<file path="src/rtl/usb_tx_packet_scheduler.sv">
// usb_tx_packet_scheduler
// Arbitrates the USB transmit path between a handshake responder and a data-packet
// source. It loads the PID byte and the payload into the TX FIFO, pulses tx_start,
// follows tx_busy until the packet is on the wire, then grants the requester.
// It also tracks the DATA0/DATA1 toggle.
// Optional build macro: USB_TX_TIMEOUT_EN. When it is defined, a watchdog bounds the
// transmitter wait states.
//
// state       | meaning
// ------------+------------------------------------------------------------
// IDLE        | no packet; arbitrate hs_req (priority) over data_req
// WR_PID      | write the PID byte once the FIFO has room
// RD          | present the payload byte index on buf_raddr
// WR          | write buf_rdata to the FIFO once it has room, then advance the index
// START       | one-cycle tx_start pulse
// WAIT_BSY    | wait for the transmitter to go busy
// WAIT_DONE   | wait for the transmitter to go idle
// GRANT       | one-cycle grant pulse to the owner
module usb_tx_packet_scheduler #(
    parameter int MAX_LEN = 64,
    parameter int LEN_W   = 7,
    parameter int TIMEOUT = 1023
) (
    input  logic             clk,
    input  logic             n_rst,
    input  logic             hs_req,
    input  logic [1:0]       hs_pid,
    output logic             hs_gnt,
    input  logic             data_req,
    input  logic [LEN_W-1:0] data_len,
    output logic             data_gnt,
    output logic [LEN_W-1:0] buf_raddr,
    input  logic [7:0]       buf_rdata,
    input  logic             fifo_full,
    output logic             fifo_wen,
    output logic [7:0]       fifo_wdata,
    output logic             tx_start,
    input  logic             tx_busy,
    input  logic             ack_rcvd,
    output logic             busy,
    output logic             timeout_err
);

    typedef enum logic [2:0] {
        S_IDLE, S_WR_PID, S_RD, S_WR, S_START, S_WAIT_BSY, S_WAIT_DONE, S_GRANT
    } state_t;

    state_t           state_q, state_d;
    logic             owner_data_q;
    logic [1:0]       pid_q;
    logic [LEN_W-1:0] len_q;
    logic [LEN_W-1:0] idx_q;
    logic             toggle_q;
    logic [LEN_W-1:0] len_clamped;
    logic [7:0]       pid_byte;
    logic             last_byte;
    logic             timed_out;

    assign len_clamped = (data_len > LEN_W'(MAX_LEN)) ? LEN_W'(MAX_LEN) : data_len;
    assign last_byte   = ((idx_q + LEN_W'(1)) == len_q);
    assign buf_raddr   = idx_q;
    assign busy        = (state_q != S_IDLE);

    // State register
    always_ff @(posedge clk or negedge n_rst) begin
        if (!n_rst) state_q <= S_IDLE;
        else        state_q <= state_d;
    end

    // Latch the owner, PID and clamped length when a request is accepted
    always_ff @(posedge clk or negedge n_rst) begin
        if (!n_rst) begin
            owner_data_q <= 1'b0;
            pid_q        <= 2'b00;
            len_q        <= '0;
        end else if (state_q == S_IDLE && (hs_req || data_req)) begin
            owner_data_q <= !hs_req;
            pid_q        <= hs_pid;
            len_q        <= len_clamped;
        end
    end

    // Payload byte index. It advances only on an actual FIFO write, so a stall neither drops nor repeats a byte.
    always_ff @(posedge clk or negedge n_rst) begin
        if (!n_rst)                              idx_q <= '0;
        else if (state_q == S_IDLE)              idx_q <= '0;
        else if (state_q == S_WR && !fifo_full)  idx_q <= idx_q + LEN_W'(1);
    end

    // Data toggle flips on every host ACK. A flip during the PID write affects only the next packet.
    always_ff @(posedge clk or negedge n_rst) begin
        if (!n_rst)        toggle_q <= 1'b0;
        else if (ack_rcvd) toggle_q <= ~toggle_q;
    end

`ifdef USB_TX_TIMEOUT_EN
    localparam int CNT_W = $clog2(TIMEOUT + 1);
    logic [CNT_W-1:0] wait_cnt_q;

    assign timed_out = (wait_cnt_q == CNT_W'(TIMEOUT));

    // Wait-cycle counter. It runs only while waiting on the transmitter.
    always_ff @(posedge clk or negedge n_rst) begin
        if (!n_rst)
            wait_cnt_q <= '0;
        else if ((state_q == S_WAIT_BSY || state_q == S_WAIT_DONE) && !timed_out)
            wait_cnt_q <= wait_cnt_q + CNT_W'(1);
        else
            wait_cnt_q <= '0;
    end
`else
    assign timed_out = 1'b0;
`endif

    // PID byte for the latched owner
    always_comb begin
        pid_byte = 8'h1E;
        if (owner_data_q) begin
            pid_byte = toggle_q ? 8'h4B : 8'hC3;
        end else begin
            case (pid_q)
                2'b00:   pid_byte = 8'hD2;
                2'b01:   pid_byte = 8'h5A;
                default: pid_byte = 8'h1E;
            endcase
        end
    end

    // Next-state and output decode
    always_comb begin
        state_d     = state_q;
        fifo_wen    = 1'b0;
        fifo_wdata  = 8'h00;
        tx_start    = 1'b0;
        hs_gnt      = 1'b0;
        data_gnt    = 1'b0;
        timeout_err = 1'b0;
        case (state_q)
            S_IDLE: begin
                if (hs_req || data_req) state_d = S_WR_PID;
            end
            S_WR_PID: begin
                if (!fifo_full) begin
                    fifo_wen   = 1'b1;
                    fifo_wdata = pid_byte;
                    state_d    = (owner_data_q && len_q != '0) ? S_RD : S_START;
                end
            end
            S_RD: state_d = S_WR;
            S_WR: begin
                if (!fifo_full) begin
                    fifo_wen   = 1'b1;
                    fifo_wdata = buf_rdata;
                    state_d    = last_byte ? S_START : S_RD;
                end
            end
            S_START: begin
                tx_start = 1'b1;
                state_d  = S_WAIT_BSY;
            end
            S_WAIT_BSY: begin
                if (timed_out) begin
                    timeout_err = 1'b1;
                    state_d     = S_GRANT;
                end else if (tx_busy) begin
                    state_d = S_WAIT_DONE;
                end
            end
            S_WAIT_DONE: begin
                if (timed_out) begin
                    timeout_err = 1'b1;
                    state_d     = S_GRANT;
                end else if (!tx_busy) begin
                    state_d = S_GRANT;
                end
            end
            S_GRANT: begin
                hs_gnt   = !owner_data_q;
                data_gnt = owner_data_q;
                state_d  = S_IDLE;
            end
            default: state_d = S_IDLE;
        endcase
    end

endmodule

</file>
<file path="config.mk">
export PLATFORM = sky130hd
export DESIGN_NAME = usb_tx_packet_scheduler
export DESIGN_NICKNAME = d
export VERILOG_FILES = /design/src/rtl/usb_tx_packet_scheduler.sv
export SDC_FILE = /design/constraint.sdc
export NUM_CORES = 1
export LEC_CHECK = 0
export ABC_AREA = 1
export CAP_MARGIN = 20
export CORE_ASPECT_RATIO = 1.5
export CORE_MARGIN = 2
export CORE_UTILIZATION = 45
export CTS_BUF_LIST = sky130_fd_sc_hd__clkbuf_4 sky130_fd_sc_hd__clkbuf_8 sky130_fd_sc_hd__clkbuf_16
export DETAILED_ROUTE_END_ITERATION = 10
export HOLD_SLACK_MARGIN = 0.03
export PLACE_DENSITY = 0.77
export REMOVE_ABC_BUFFERS = 1
export SLEW_MARGIN = 0
export SYNTH_ARGS = -nofsm -noshare
export SYNTH_HDL_FRONTEND = slang
export SYNTH_SLANG_ARGS = --single-unit
</file>
<file path="constraint.sdc">
create_clock -name clk -period 2.1 [get_ports clk]
set_input_delay 0.42 -clock clk [delete_from_list [all_inputs] [get_ports clk]]
set_output_delay 0.42 -clock clk [all_outputs]
set_load 0.05 [all_outputs]
</file>
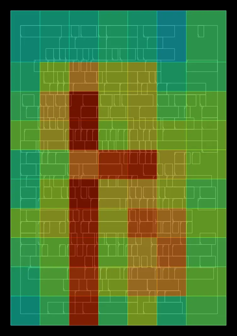
Figure 1: run 1, routing congestion.
routing usage on met2: 42.1%
share of the core filled with cells: 68.2%

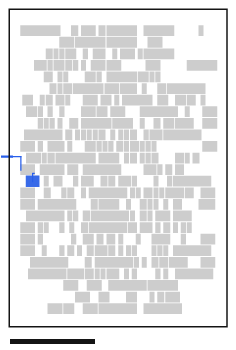
Figure 2: run 1, nets reached from selected ports.
The bar under the picture is 20 µm long.
port	colour	direction	end cells	buffers	wire
`ack_rcvd`	blue	input	1	1	7.80 µm
io pins: 45
number of input and output port buffers inserted: 43

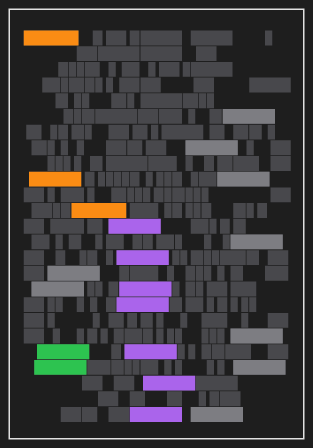
Figure 3: run 1, sequential cells grouped by signal name.
signal	colour	flops
`len_q`	purple	7
`state_q`	orange	3
`pid_q`	green	2
sequential portion of the cell area: 24.5%
sequential group power: 661 µW

==> results.txt, run 1 <==
The synthesis and place-and-route flow finished, so here is a summary.

The most numerous logic cell after layout is nand2_1. The startpoint class of the critical path is a primary input. Per the CTS log, the root buffer master is clkbuf_8. The via count of the first global-routing pass is 1430. STA on the placed design reports a worst setup slack of between 10 and 15 ps. The DRC violation count after routing came out at 0. The data required time reported for the critical path is approximately 1700 ps. The largest net degree at the start of global routing came out at 22.

The stage-log warning count came out at 26. The worst setup path is captured at an output pin. The routed wire length on met2 is between 2000 and 2500 µm. The length of the first detailed-routing pass in iterations came out at 4. The sequential cell count came out at 21. The sequential fraction of design power came out at roughly 25%. The cell area power density is ~1200 nW/µm². Multiplexer cells account for 0% of the synthesized area. The synthesized design spends more area on one cell type than any other, namely dfrtp_1.

The routing usage on met3 is ~1.2%. The global-route layer with the greatest usage is met2. Looking at the setup timing report, the critical path kind is primary input to output pin. After Yosys synthesis, AND-OR and OR-AND compound gates account for roughly 14% of the synthesized area. The overall power consumption is around 2600 µW. Grouping non-sequential cells by family puts the most area in simple AND/OR/NAND/NOR gates.

The wire length on met1 came out at about 1400 µm. The clock drives 21 sinks. The count of vias placed by the detailed router came out at approximately 1500.

The worst-case vdd ir drop is 697 µV. From left edge to right edge, the die measures roughly 50 µm. The sequential area share after synthesis came out at between 30 and 40%. Counting every instance in the synthesized netlist gives 201. The fraction of area in clock buffers and inverters came out at roughly 2.3%. The final setup violation count is 0. The leakage power summed over all cells is approximately 0.0010 µW. The highest layer touched by signal routing is met4. Of the total standard cell area in the layout, the multi-input combinational portion is between 30% and 40%. Ranked by total cell area, the synthesized netlist is headed by dfrtp_1 (36%), nand2_1 (14%), inv_1 (7.1%). After filler insertion, the fill cell instance count of the layout stands at between 200 and 300. The detailed-placement wirelength estimate is ~3000 µm. The total overflow left after global routing is 0.

The total routing usage reported by global routing is between 20% and 30%. According to the timing report, the critical path is launched from fifo_full. The final tally of max-slew violations is 0. The final layout reports a setup TNS of 0 ps. In the layout the commonest cells are nand2_1 (56), clkdlybuf4s50_1 (29), inv_1 (28).

The area of the core is ~3200 µm². The report shows a maximum critical-path fanout of 8. The worst-skew pair later-pin latency came out at ~270 ps.

The first global-routing pass estimated approximately 6000 µm of wire. From synthesis to final layout, the design area changed by 45.6%. The die covers around 3800 µm². Between clock sinks in the finished design, the worst skew comes to between 7 and 8 ps. Buffers inserted during clock tree synthesis total 3. The number of library cell types mapped by synthesis came out at 31.

The simple logic cell fraction of the synthesized area is a little over a third. In the power breakdown, the internal column shows 1330 µW. For this sky-water flow run, the detailed-routed wirelength per cell is reported as around 13 µm. The type of the tightest min-delay check is flip-flop to flip-flop. The fraction of the cycle the final worst path needs came out at between 90% and 100%. Per the synthesis report, the XOR/XNOR share of the synthesized area is about 2.4%. The area fraction of the dominant cell type after synthesis is roughly 36%.

The switching part of the total power is between 40% and 50%. The met1 track demand over resource came out at between 20 and 25%. Summed over all nets, wire length on met3 after detailed routing comes to ~90 µm. The yosys warning tally is 0.

The data arrival at the endpoint of the critical path came out at between 1500 and 2000 ps. The count of cells resized by post-cts repair is 5. The depth of the worst register-to-register path came out at 13. The total cells reported by yosys after synthesis is 201. The final number of hold-violating endpoints came out at 0. For the worst reg-to-reg path, the endpoint reported by OpenROAD is state_q[1]$_DFFE_PN0P_. The cell area after layout came out at roughly 2200 µm². The max-cap check violation count is 0. The die boundary height came out at roughly 74 µm. Looking at the clock tree report, the H-tree level count equals 1. The via density per instance came out at about 5.0.

The routability-driven placement congestion ratio is approximately 0.85. The power report attributes to the clock group a share of ~11%. The number of antenna violations at the first check in global routing is 0. In the final layout, the multi-input gates occupy 801 µm².

In this run, the synthesized area fraction spent on adder and majority cells is recorded as less than 1%. The synthesized area per cell came out at about 7.4 µm². The flow ran to the end, and the final reports show no timing, DRC or antenna violations.
==> run 1: cells in the mapped netlist <==
cell type	instances
a21oi_1	2
a21oi_4	1
a32o_1	2
buf_4	1
buf_6	1
conb_1	1
dfrtp_1	21
ha_1	1
inv_1	28
inv_2	6
inv_4	2
nand2_1	56
nand2_2	3
nand2_4	1
nand2_8	1
nand3_1	19
nand3_2	1
nand4_1	2
nor2_1	13
nor2_2	7
nor2_4	3
nor2_8	1
nor3_1	1
nor4_1	1
o21ai_0	11
o21ai_1	1
o21ai_2	5
o22ai_2	4
o31ai_1	1
xnor2_1	1
xor2_1	3
==> run 1: power by group through the flow <==
stage / logic, µW / registers, µW / clock network [µW]
6_report: 1680 / 661 / 283
5_1_grt: 1820 / 679 / 300
4_1_cts: 1640 / 672 / 289
3_5_place_dp: 1630 / 676 / 0
3_3_place_gp: 1610 / 667 / 0
2_1_floorplan: 1010 / 697 / 0
==> run 1: worst max-delay path, stage by stage <==
cell and delay [ps]:
clkdlybuf4s50_1 480, nor2_4 140, inv_2 70, nor2_8 140
nand2_1 70, o21ai_1 140, buf_12 170
==> run 1: worst min path at each step <==
stage,startpoint,slack [ps],endpoint
after global placement,pid_q[0]$_DFFE_PN0P_,460,pid_q[0]$_DFFE_PN0P_
after global routing,toggle_q$_DFFE_PN0P_,500,toggle_q$_DFFE_PN0P_
after floorplan,n_rst,120,buf_raddr[0]$_DFFE_PN0P_
final,toggle_q$_DFFE_PN0P_,480,toggle_q$_DFFE_PN0P_
after CTS,toggle_q$_DFFE_PN0P_,490,toggle_q$_DFFE_PN0P_
after detailed placement,toggle_q$_DFFE_PN0P_,480,toggle_q$_DFFE_PN0P_
==> run 1 -> run 2 <==
==> constraint.sdc (replaced) <==
create_clock -name clk -period 2.1 [get_ports clk]
set_input_delay 0.315 -clock clk [delete_from_list [all_inputs] [get_ports clk]]
set_output_delay 0.315 -clock clk [all_outputs]
set_load 0.05 [all_outputs]
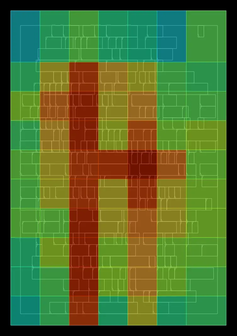
Figure 4: run 2, routing congestion.
routing usage on met3: 1.41%
overall fraction of global-route tracks in use: 21.3%
global-route track usage on met1: 24.6%
share of the core filled with cells: 68.9%
layer with the highest usage: met2

==> run 2 against run 1 <==
Effect of this change: the flow now finishes with violations (setup timing); clock-buffer cell count did not move; combinational power rose by 3%; largest cell class unchanged; worst setup slack got worse by 41 ps.
==> results.txt, run 2 <==
The synthesis and place-and-route flow finished, so here is a summary.

The yosys warning tally is 0 (unchanged). The hold-fix buffer count after cts is 0. The worst-skew pair later-pin latency is 260 ps (about the same). The data arrival at the endpoint of the critical path was 1790 ps (+150 ps).

The flow ran to the end, but the final reports show violations. The sequential area share after synthesis came to 35.5% (unchanged). The synthesized area per cell came out at 7.36 µm² (unchanged). The startpoint of the worst register-to-register path is buf_raddr[0]$_DFFE_PN0P_. The number of buffers created by CTS came to 3 (unchanged). The cell count after synthesis is 201 (unchanged).

The cell area after placement is slightly above 2000 µm². The switching part of the total power is 48.6% (-0.73 points). The slowest cell on the critical path is dfrtp_2. The count of cells resized by post-cts repair was 0 (-5). The floorplan has 25 rows. In this design, the critical path's most frequently occurring cell is inv_2.

The fraction of the cycle the final worst path needs is 100% (+2.0 points). Looking at the clock tree report, the root buffer type is clkbuf_8. The number of enable-type register cells in the synthesized netlist is 0 (unchanged). The global-route wire length before repair came to 6080 µm (+0.56%). By instance count, the leading cell after synthesis is nand2_1. The I/O pin count was 45 (unchanged). The proportion of layout cells with a drive suffix above 1 came out at approximately a quarter. The buffer-and-inverter tally for the worst setup path came out at 4 (+1). The number of library cell types mapped by synthesis is 31 (unchanged). The final wirelength is between 3000 and 4000 µm. The worst setup path is of the flip-flop to output pin kind.

The final number of hold-violating endpoints was 0 (unchanged). After synthesis, the cell types taking the most area are dfrtp_1 (36%), nand2_1 (14%), inv_1 (7.1%). The power share of the clock group is 10.2% (-0.6 points).

The routed wire length on met2 came out at 2130 µm (-1.4%). The area of the die is 3770 µm² (unchanged). The clock tree buffer depth is 2. The post-layout minimum cycle time came out at 2100 ps. The global-route met2 utilization was 39.9% (-2.2 points). The max-cap check violation count came out at 0 (unchanged).

For this block, the initial DRC count from the detailed router was 30. The largest net degree at the start of global routing is 22 (unchanged). Looking at the power breakdown, combinational cells take 64.8% of the total.

The total cells reported by yosys after synthesis came to 201 (unchanged). The leakage power summed over all cells came to 0.00106 µW (+1.7%). The via density per instance came out at 4.90 (-2.5%). The post-route worst setup slack came out at -3.85 ps.

Static timing analysis puts the maximum clock frequency at about 480 MHz. The number of cells in the design after placement came out at between 200 and 300. The mapped netlist covers ~1500 µm². The worst flop-to-flop path endpoint is state_q[1]$_DFFE_PN0P_. The number of antenna violations at the first check in global routing came out at 0 (unchanged). The detail-routed net length per standard cell came out at 12.8 µm (+1.2%). The checks that failed: setup timing.

Post-CTS timing repair inserted 0 buffers for setup. The final setup skew came out at 1.18 ps (-6.09 ps). The script extracted a net switching power of 1300 µW. The highest layer touched by signal routing is met4. The library cell used most frequently in the layout, excluding fill and tap cells, is nand2_1. The total global routing overflow is 0 (unchanged). The required time at the worst-slack endpoint is 1780 ps (+100 ps).

Among all flip-flop cells after synthesis, the most frequent one is dfrtp_1. The number of nets still failing antenna checks after routing came out at 0. Of all cell types, the one taking the most synthesized area is dfrtp_1. The area of the core is 3160 µm² (unchanged).

STA classifies the critical path startpoint as a flip-flop. The cell area after layout came out at 2180 µm² (+1.1%). The worst setup path is captured at an output pin. Yosys reported a register bit count of 21. The stage-log warning count came out at 26 (unchanged). The final tally of max-slew violations is 0 (unchanged). The worst-case vdd ir drop is 845 µV (+21%).

On the final layout, the worst hold slack is 389 ps. The length of routed met3 wiring is 85 µm (-4.5%). The routability-driven placement congestion ratio came to 0.917 (+7.7%). The length of the first detailed-routing pass in iterations came out at 4 (unchanged). The cell area power density came to 1230 nW/µm² (+0.84%). The timing report gives the clock slew at the launch and capture registers of the worst setup and hold paths as 80 ps. The number of sinks on the clock net is 21 (unchanged). The layout filler cell count came out at 263 (-9.6%). The commonest cells after synthesis are nand2_1 (56), inv_1 (28), dfrtp_1 (21), nand3_1 (19), nor2_1 (13).

The number of levels the H-tree was split into was 1 (unchanged). The maximum fanout encountered on the critical timing path came out at 8 (unchanged). The via count of the first global-routing pass came out at 1387 (-3.0%). The timing report gives the worst reg2reg path a setup slack of ~330 ps. The net count of the finished layout is 284. The antenna diode instance count is 0. The internal power is 1380 µW (+3.4%). The detailed-placement wirelength estimate came out at 2930 µm (-2.8%).

Leaving out fill and tap cells, the most frequent cells in the layout are nand2_1 (56), clkdlybuf4s50_1 (30), inv_1 (28). The stat command in Yosys gives a chip area of around 1500 µm². The final setup violation count came out at 1 (+1).

The critical path goes through inv_2 > nor2_4 > inv_2 > nor2_4 > inv_2 > nor2_8 > nand2_1 > o31ai_1 > bufbuf_16. The number of I/O port buffers came out at 43 (unchanged). Setup repair after global routing could not meet its margin everywhere. The die boundary height is 74.2 µm (unchanged). The final cell count without fillers is roughly 300. The DRC violation count after routing was 0 (unchanged). The depth of the worst register-to-register path came out at 11 (-2).

Broken down by cell family, the worst path's largest delay share belongs to buffers and inverters. The horizontal die size came out at 50.8 µm (unchanged). In this run the layout overhead on the synthesized area is reported as 47.2%. The wire length on met1 is 1470 µm (+5.8%). The sequential fraction of design power is 25.0% (-0.2 points). The count of vias placed by the detailed router came out at 1461 (-1.9%).

The delay of the slowest critical-path stage is 420 ps (-60 ps). In the floorplan report the effective utilization is 46.8%. The min-delay analysis places its worst path in the category primary input to asynchronous set/reset pin. The fraction of registers with async set/reset came out at 100% (unchanged). The area fraction of the dominant cell type after synthesis came to 35.5% (unchanged). The CTS tree is yes.
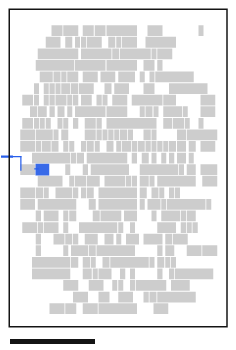
Figure 5: run 2, nets reached from selected ports.
The bar under the picture is 20 µm long.
port	colour	direction	end cells	buffers	wire
`ack_rcvd`	blue	input	1	1	6.20 µm

run 2: worst max-delay path by stage:
stage / cells past startpoint / end / from / slack [ps]
after floorplan: 7 / fifo_wdata[5] / state_q[2]$_DFFE_PN0P_ / -160
after global placement: 7 / fifo_wdata[0] / fifo_full / 200
after detailed placement: 7 / fifo_wdata[2] / fifo_full / 160
after CTS: 9 / fifo_wdata[2] / state_q[0]$_DFFE_PN0P_ / 20
after global routing: 9 / fifo_wdata[7] / state_q[0]$_DFFE_PN0P_ / -120
final: 9 / fifo_wdata[7] / state_q[0]$_DFFE_PN0P_ / -4
run 2: metrics by stage:
step / setup TNS (ps) / total power (µW) / setup WS, ps / util, %
after global routing: -345 / 2880 / -120 / 68.9
final: -3.85 / 2680 / -3.85 / 68.9
after global placement: 0 / 2250 / 197 / 64.9
after floorplan: -679 / 1700 / -156 / -
after CTS: 0 / 2550 / 23.6 / 66.4
after detailed placement: 0 / 2270 / 162 / 64.9
run 2: cell families after synthesis:
kind of cell | share of synthesized area (%)
compound gates | 14.0
xor+xnor | 2.37
fa+ha+maj | 0.846
buf+inv | 10.7
flops | 35.5
other cells | 0.254
simple gates | 36.2
run 2: area by class of cell:
| cell class | count | area (µm²) | share of cell area (%) |
|---|---|---|---|
| flip-flops and latches | 21 | 528 | 24.3 |
| repair buffers | 55 | 613 | 28.2 |
| clock buffers | 3 | 41.3 | 1.90 |
| inverters | 36 | 140 | 6.44 |
| multi-input cells | 142 | 800 | 36.7 |
| well taps | 40 | 50.0 | 2.30 |
| clock inverters | 1 | 5.00 | 0.230 |
run 2: power groups by stage:
stage,registers (µW),clock network [µW],logic (µW)
finish,670,273,1730
global route,694,301,1890
global placement,676,0,1580
floorplan,697,0,1010
CTS,674,278,1600
detailed placement,681,0,1590
No activity file was given, so power comes from the tool's default toggle rates.
